**config.mk**
```make
export PLATFORM = sky130hd
export DESIGN_NAME = csa8_op_sequencer_flat
export DESIGN_NICKNAME = d
export VERILOG_FILES = /design/src/rtl/csa8_op_sequencer_if.sv /design/src/rtl/csa8_op_sequencer.sv /design/src/flat_wrapper.sv
export SDC_FILE = /design/constraint.sdc
export NUM_CORES = 1
export LEC_CHECK = 0
export ABC_AREA = 0
export CAP_MARGIN = 25
export CORE_MARGIN = 10
export CORE_UTILIZATION = 46
export DETAILED_ROUTE_END_ITERATION = 10
export GPL_ROUTABILITY_DRIVEN = 0
export GPL_TIMING_DRIVEN = 0
export PLACE_DENSITY = 0.81
export SYNTH_ARGS = -nofsm -noshare
export SYNTH_HDL_FRONTEND = slang
export SYNTH_SLANG_ARGS = --single-unit
export TNS_END_PERCENT = 50
```
**constraint.sdc**
```tcl
create_clock -name clk -period 2.8 [get_ports clk]
set_clock_uncertainty 0.05 [all_clocks]
set_input_delay 0.84 -clock clk [delete_from_list [all_inputs] [get_ports clk]]
set_output_delay 0.84 -clock clk [all_outputs]
set_load 0.01 [all_outputs]
```
**src/rtl/csa8_op_sequencer_if.sv**
```systemverilog
// csa8_op_sequencer_if: requester, result and external adder signals of the op sequencer
interface csa8_op_sequencer_if #(parameter int NBYTES = 4);
  localparam int W = 8 * NBYTES;
  logic [1:0] req, op_sub, gnt, done;
  logic [W-1:0] opa0, opb0, opa1, opb1, res;
  logic busy, res_cout, res_ovf, add_cin, add_cout;
  logic [7:0] add_a, add_b, add_sum;
  modport master(
    output req, op_sub, opa0, opb0, opa1, opb1, add_sum, add_cout,
    input gnt, busy, done, res, res_cout, res_ovf, add_a, add_b, add_cin
  );
  modport slave(
    input req, op_sub, opa0, opb0, opa1, opb1, add_sum, add_cout,
    output gnt, busy, done, res, res_cout, res_ovf, add_a, add_b, add_cin
  );
endinterface

```
**src/rtl/csa8_op_sequencer.sv**
```systemverilog
// csa8_op_sequencer: round-robin byte-serial add/subtract sequencer driving an external 8-bit adder
module csa8_op_sequencer #(parameter int NBYTES = 4) (
  input logic clk,
  input logic rst,
  csa8_op_sequencer_if.slave bus
);
  localparam int W = 8 * NBYTES;
  localparam int KW = $clog2(NBYTES);
  typedef enum logic [1:0] {IDLE, RUN, DONE} state_t;
  state_t state, state_n;
  logic [KW-1:0] k;
  logic carry, last, id, sel, sub, last_byte;
  logic [W-1:0] a, b;
  logic [1:0] pick;
  always_comb begin
    pick = bus.req == 2'b11 ? (last ? 2'b01 : 2'b10) : bus.req;
    sel = pick[1];
    sub = bus.op_sub[sel];
    last_byte = k == KW'(NBYTES - 1);
    state_n = state == IDLE ? (|bus.req ? RUN : IDLE) : state == RUN ? (last_byte ? DONE : RUN) : IDLE;
    bus.gnt = (state == IDLE && !rst) ? pick : 2'b00;
    bus.done = (state == DONE && !rst) ? (id ? 2'b10 : 2'b01) : 2'b00;
    bus.busy = state != IDLE;
    bus.add_a = state == RUN ? a[{k, 3'b000} +: 8] : 8'h00;
    bus.add_b = state == RUN ? b[{k, 3'b000} +: 8] : 8'h00;
    bus.add_cin = state == RUN ? carry : 1'b0;
  end
  always_ff @(posedge clk) begin
    if (rst) begin
      state <= IDLE;
      k <= '0;
      carry <= 1'b0;
      last <= 1'b1;
      id <= 1'b0;
      a <= '0;
      b <= '0;
      bus.res <= '0;
      bus.res_cout <= 1'b0;
      bus.res_ovf <= 1'b0;
    end else begin
      state <= state_n;
      if (state == IDLE && |bus.req) begin
        id <= sel;
        a <= sel ? bus.opa1 : bus.opa0;
        b <= (sel ? bus.opb1 : bus.opb0) ^ {W{sub}};
        carry <= sub;
        k <= '0;
      end
      if (state == RUN) begin
        bus.res[{k, 3'b000} +: 8] <= bus.add_sum;
        carry <= bus.add_cout;
        if (last_byte) begin
          bus.res_cout <= bus.add_cout;
          bus.res_ovf <= (a[W-1] == b[W-1]) && (bus.add_sum[7] != a[W-1]);
        end else k <= k + 1'b1;
      end
      if (state == DONE) last <= id;
    end
  end
endmodule

```
**src/flat_wrapper.sv**
```systemverilog
// flat-port wrapper written by rule: the top's interface ports become plain ports
module csa8_op_sequencer_flat 
#(parameter int NBYTES = 4)
  (clk, rst, bus_req, bus_op_sub, bus_opa0, bus_opb0, bus_opa1, bus_opb1, bus_add_sum, bus_add_cout, bus_gnt, bus_busy, bus_done, bus_res, bus_res_cout, bus_res_ovf, bus_add_a, bus_add_b, bus_add_cin);
  csa8_op_sequencer_if #(.NBYTES(NBYTES)) bus_i ();
  input logic clk;
  input logic rst;
  input wire logic [$bits(bus_i.req)-1:0] bus_req;
  input wire logic [$bits(bus_i.op_sub)-1:0] bus_op_sub;
  input wire logic [$bits(bus_i.opa0)-1:0] bus_opa0;
  input wire logic [$bits(bus_i.opb0)-1:0] bus_opb0;
  input wire logic [$bits(bus_i.opa1)-1:0] bus_opa1;
  input wire logic [$bits(bus_i.opb1)-1:0] bus_opb1;
  input wire logic [$bits(bus_i.add_sum)-1:0] bus_add_sum;
  input wire logic [$bits(bus_i.add_cout)-1:0] bus_add_cout;
  output wire logic [$bits(bus_i.gnt)-1:0] bus_gnt;
  output wire logic [$bits(bus_i.busy)-1:0] bus_busy;
  output wire logic [$bits(bus_i.done)-1:0] bus_done;
  output wire logic [$bits(bus_i.res)-1:0] bus_res;
  output wire logic [$bits(bus_i.res_cout)-1:0] bus_res_cout;
  output wire logic [$bits(bus_i.res_ovf)-1:0] bus_res_ovf;
  output wire logic [$bits(bus_i.add_a)-1:0] bus_add_a;
  output wire logic [$bits(bus_i.add_b)-1:0] bus_add_b;
  output wire logic [$bits(bus_i.add_cin)-1:0] bus_add_cin;
  assign bus_i.req = bus_req;
  assign bus_i.op_sub = bus_op_sub;
  assign bus_i.opa0 = bus_opa0;
  assign bus_i.opb0 = bus_opb0;
  assign bus_i.opa1 = bus_opa1;
  assign bus_i.opb1 = bus_opb1;
  assign bus_i.add_sum = bus_add_sum;
  assign bus_i.add_cout = bus_add_cout;
  assign bus_gnt = bus_i.gnt;
  assign bus_busy = bus_i.busy;
  assign bus_done = bus_i.done;
  assign bus_res = bus_i.res;
  assign bus_res_cout = bus_i.res_cout;
  assign bus_res_ovf = bus_i.res_ovf;
  assign bus_add_a = bus_i.add_a;
  assign bus_add_b = bus_i.add_b;
  assign bus_add_cin = bus_i.add_cin;
  csa8_op_sequencer #(.NBYTES(NBYTES)) u_core (.clk(clk), .rst(rst), .bus(bus_i));
endmodule
```
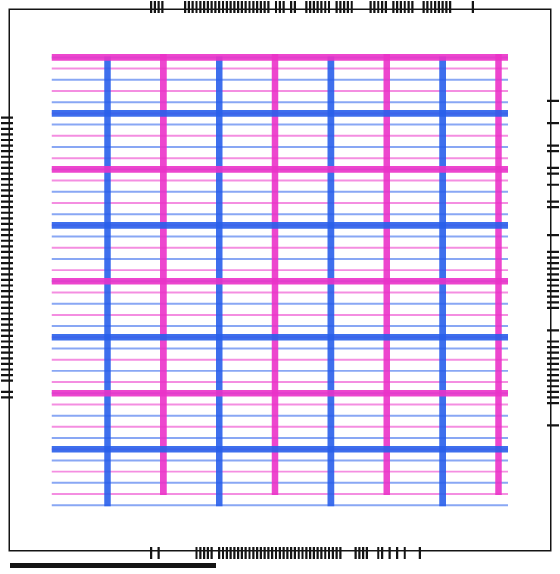
(run_1/floorplan.png)
Bar = 50 µm. Pins as bars on the die edge.
| net | color |
|---|---|
| VSS | blue |
| VDD | magenta |
met5 straps: 8
rows: 40
met4 straps: 8
met1 rails: 41

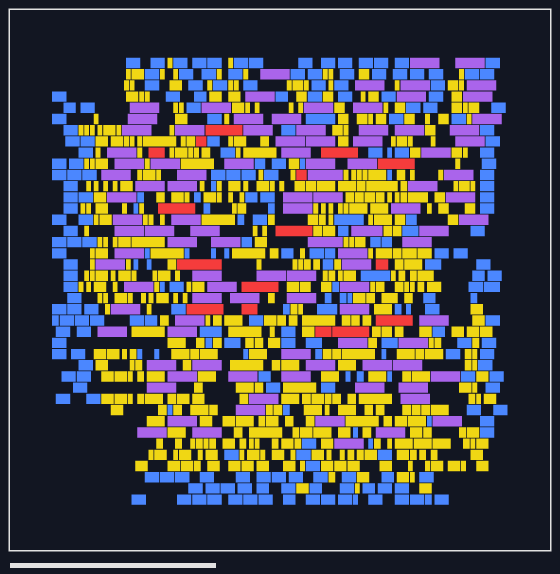
(run_1/class_map.png)
Bar = 50 µm.
| class | color | cells | share of their area |
|---|---|---|---|
| remaining buffers and delay cells | blue | 253 | 28% |
| registers | purple | 105 | 26% |
| remaining logic cells | yellow | 485 | 42% |
| clock drivers and dummy loads | red | 16 | 3.9% |

==> results.txt, run 1 <==
From the run reports.

- Per the synthesis report, the adder-cell share of the synthesized area is roughly 1.3%.
- The area inside the core boundary is 12060 µm².
- The fraction of post-synthesis cell area in the top cell type by area reads a little under two fifths.
- Tap insertion was completed with 168 tapcells.
- The vertical die dimension is ~130 µm.
- The timing report notes that buffer and inverter cells on the critical path total 2.
- The max-slew violation count is 0.
- The longest incremental delay of any stage on the critical path is reported as around 500 ps.
- The main logic family after synthesis reads simple AND/OR/NAND/NOR gates.
- The flow ran to the end, and the final reports show no timing, DRC or antenna violations.
- By startpoint and endpoint, the worst setup path is classified as reg2out.
- The post-route setup TNS is 0 ps.
- The power of the sequential group is ~1700 µW.
- The switching power is 1160 µW.
- The number of primary I/O pins reads 199.
- The fraction of area in clock buffers and inverters is ~3.8%.
- The wire length recorded after detailed routing is between 20 and 25 mm.
- The global-route wire length before repair reads between 30 and 40 mm.
- The actual transition at the worst max-transition pin reads about 800 ps.
- On the critical path, the stage with the largest delay is an instance of sky130_fd_sc_hd__mux4_2.
- The power report puts the leakage power at a little over 0.003 µW.
- The overall die width is between 100 and 150 µm.
- The number of instances resized during post-cts repair is 67.
- STA reports the tightest min-delay check as being of type reg2reg.
- The quantity of hold-fixing buffers added after cts is 0.
- The met3 global-route usage is under 10%.
- The relative contribution of sequential cells to total power reads 42.0%.
- The worst hold path stage count reads 2.
- Global routing finished with a remaining overflow of 0.
- The destination of the critical timing path reads bus_add_b[6].
- The H-tree was split into 3 levels.
- The worst-case register-to-register setup slack is between 300 and 400 ps.
- The remaining antenna violation count after routing is 0.
- The maximum vdd drop reads roughly 0.3 mV.
- The storage element area reads 2111 µm².
- The number of antenna violations at the first check in global routing reads 0.
- The top cell types in the final layout, fill and taps aside, are 173 x sky130_fd_sc_hd__clkdlybuf4s50_1, 106 x sky130_fd_sc_hd__nor2_1, 102 x sky130_fd_sc_hd__dfxtp_1.
- The launching element of the worst setup path reads u_core.k[0]$_SDFF_PP0_.
- The area fraction in and, or, nand and nor cells after synthesis reads about a fifth.
- The slew check shows that the tightest pin keeps a relative margin of between 40% and 50%.
- By area the synthesized netlist is led by sky130_fd_sc_hd__dfxtp_1 37%, sky130_fd_sc_hd__nor2_1 7.0%, sky130_fd_sc_hd__o22ai_2 6.6%, sky130_fd_sc_hd__mux4_2 6.3%, sky130_fd_sc_hd__a311oi_1 4.9%.
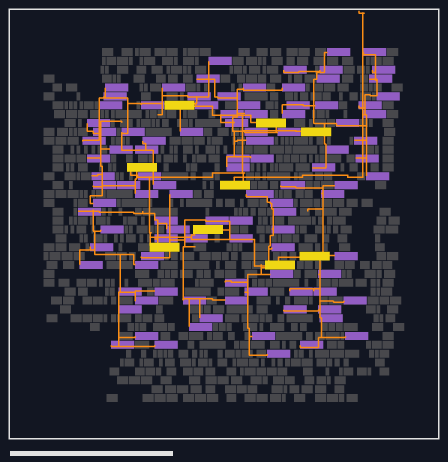
(run_1/clock_wires.png)
Bar = 50 µm.
[flip-flops] purple | count: 105
[clock wires] orange | length: 1230 µm
[clock-net drivers] yellow | count: 9
routed clock nets: 10

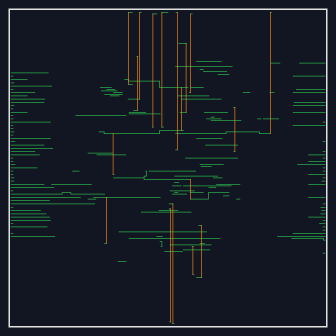
(run_1/layers.png)
Two of the layers only.
| layer | color | wire length |
|---|---|---|
| M4 | orange | 562 µm |
| M3 | green | 1450 µm |

==> run 2, diff against run 1 <==
==> constraint.sdc (replaced) <==
create_clock -name clk -period 2.8 [get_ports clk]
set_clock_uncertainty 0.05 [all_clocks]
set_input_delay 0.56 -clock clk [delete_from_list [all_inputs] [get_ports clk]]
set_output_delay 0.56 -clock clk [all_outputs]
set_load 0.01 [all_outputs]
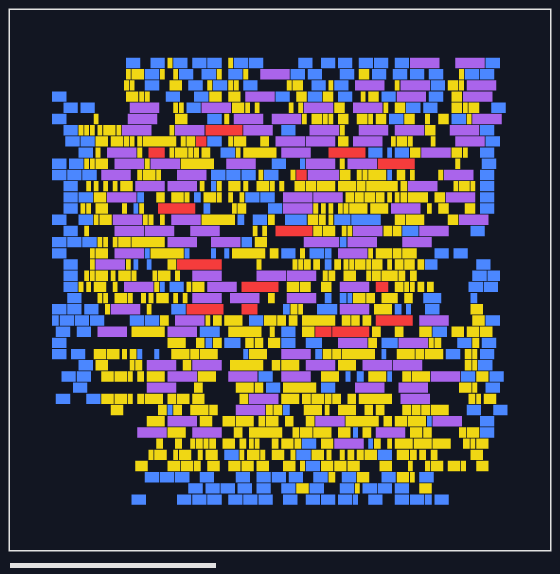
(run_2/class_map.png)
Bar = 50 µm.
final cell area excluding filler cells: 8239 µm²
area of the placeable core: 12060 µm²

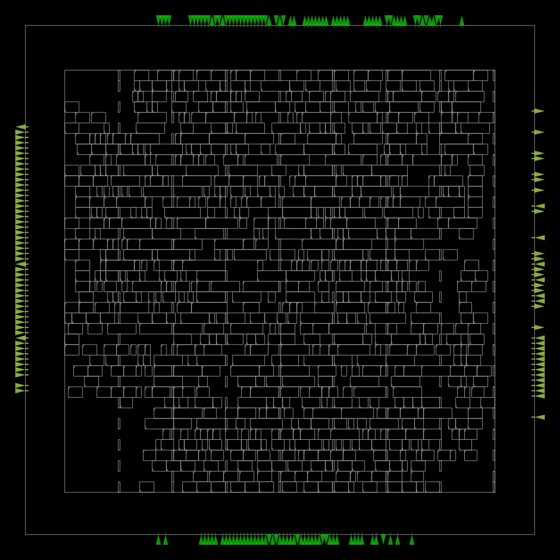
(run_2/placed.png)
fill count: 961
site row count: 40
Tap Cells: 168
final core area utilization: 68.31%

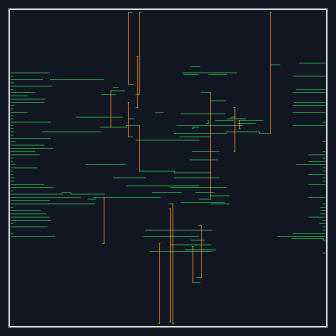
(run_2/layers.png)
Two of the layers only.
| layer | color | wire length |
|---|---|---|
| M3 | green | 1370 µm |
| M4 | orange | 434 µm |

==> results.txt, run 2 <==
From the run reports.

- The total congestion overflow reads 0 (unchanged).
- The wire-length estimate of the detail-placed layout is about 16 mm.
- The overall die width reads 131.2 µm (unchanged).
- Subtracting the final worst setup slack from the clock period gives between 2000 and 3000 ps.
- The area occupied by multi-input gates is roughly 3300 µm².
- The classification of the worst-slack hold path reads reg2reg.
- The number of instances resized during post-cts repair reads 23 (-66%).
- The worst slew margin relative to its limit is 51.21% (+4.8 points).
- The relative contribution of sequential cells to total power was 42.1% (about the same).
- Counting every net in the synthesized netlist gives 793.
- The switching power is 1157 µW (-0.25%).
- The setup slack after layout reads roughly 63 ps.
- The via count reads between 5000 and 6000.
- The fraction of post-synthesis cell area in the top cell type by area reads 36.96% (unchanged).
- The max-slew violation count is 0 (unchanged).
- The remaining antenna violation count after routing reads 0 (unchanged).
- The quantity of hold-fixing buffers added after cts is 0 (unchanged).
- The run finished with clean final reports.
- The post-route setup TNS reads 0 ps (unchanged).
- The destination of the critical timing path is bus_gnt[1].
- The adder-cell share of the synthesized area was 1.320% (unchanged).
- The maximum vdd drop is 0.3033 mV (-0.95%).
- The global-route wire length before repair is 31.48 mm (-1.5%).
- The floorplan core density is 47.16%.
- The area fraction in and, or, nand and nor cells after synthesis came to 20.46% (unchanged).
- The Yosys chip area is 5688 µm².
- The storage element area reads 2107 µm² (-0.18%).
- Sorting the synthesized cells by area gives the leading types as sky130_fd_sc_hd__dfxtp_1 37%, sky130_fd_sc_hd__nor2_1 7.0%, sky130_fd_sc_hd__o22ai_2 6.6%, sky130_fd_sc_hd__mux4_2 6.3%, sky130_fd_sc_hd__a311oi_1 4.9%.
- The power of the sequential group is 1670 µW (about the same).
- The leakage power figure was 0.003009 µW (-2.8%).
- The number of antenna violations at the first check in global routing is 0 (unchanged).
- The met2 usage reads between 30% and 40%.
- The class of the most critical setup path reads in2out.
- The number of endpoints with negative hold slack in the final report reads 0.
- The met3 global-route usage reads 4.954% (-0.88 points).
- The largest stage delay on the critical path came to 590 ps (+100 ps).
- The launching element of the worst setup path reads bus_req[0].
- The worst hold path stage count reads 2 (unchanged).
- The combined buffer and inverter count along the critical path reads 2 (unchanged).
- The routed wire length reads 19.95 mm (-1.5%).
- The worst-case register-to-register setup slack reads 370 ps (about the same).
- The master of the slowest instance on the critical path reads sky130_fd_sc_hd__clkdlybuf4s50_1.
- The actual transition at the worst max-transition pin is 725.1 ps (-71.98 ps).
- Among the non-sequential cells, simple AND/OR/NAND/NOR gates take the most area.
- The number of levels the H-tree was split into reads 3 (unchanged).
- The number of primary I/O pins is 199 (unchanged).
Power and IR drop assume default switching activity.
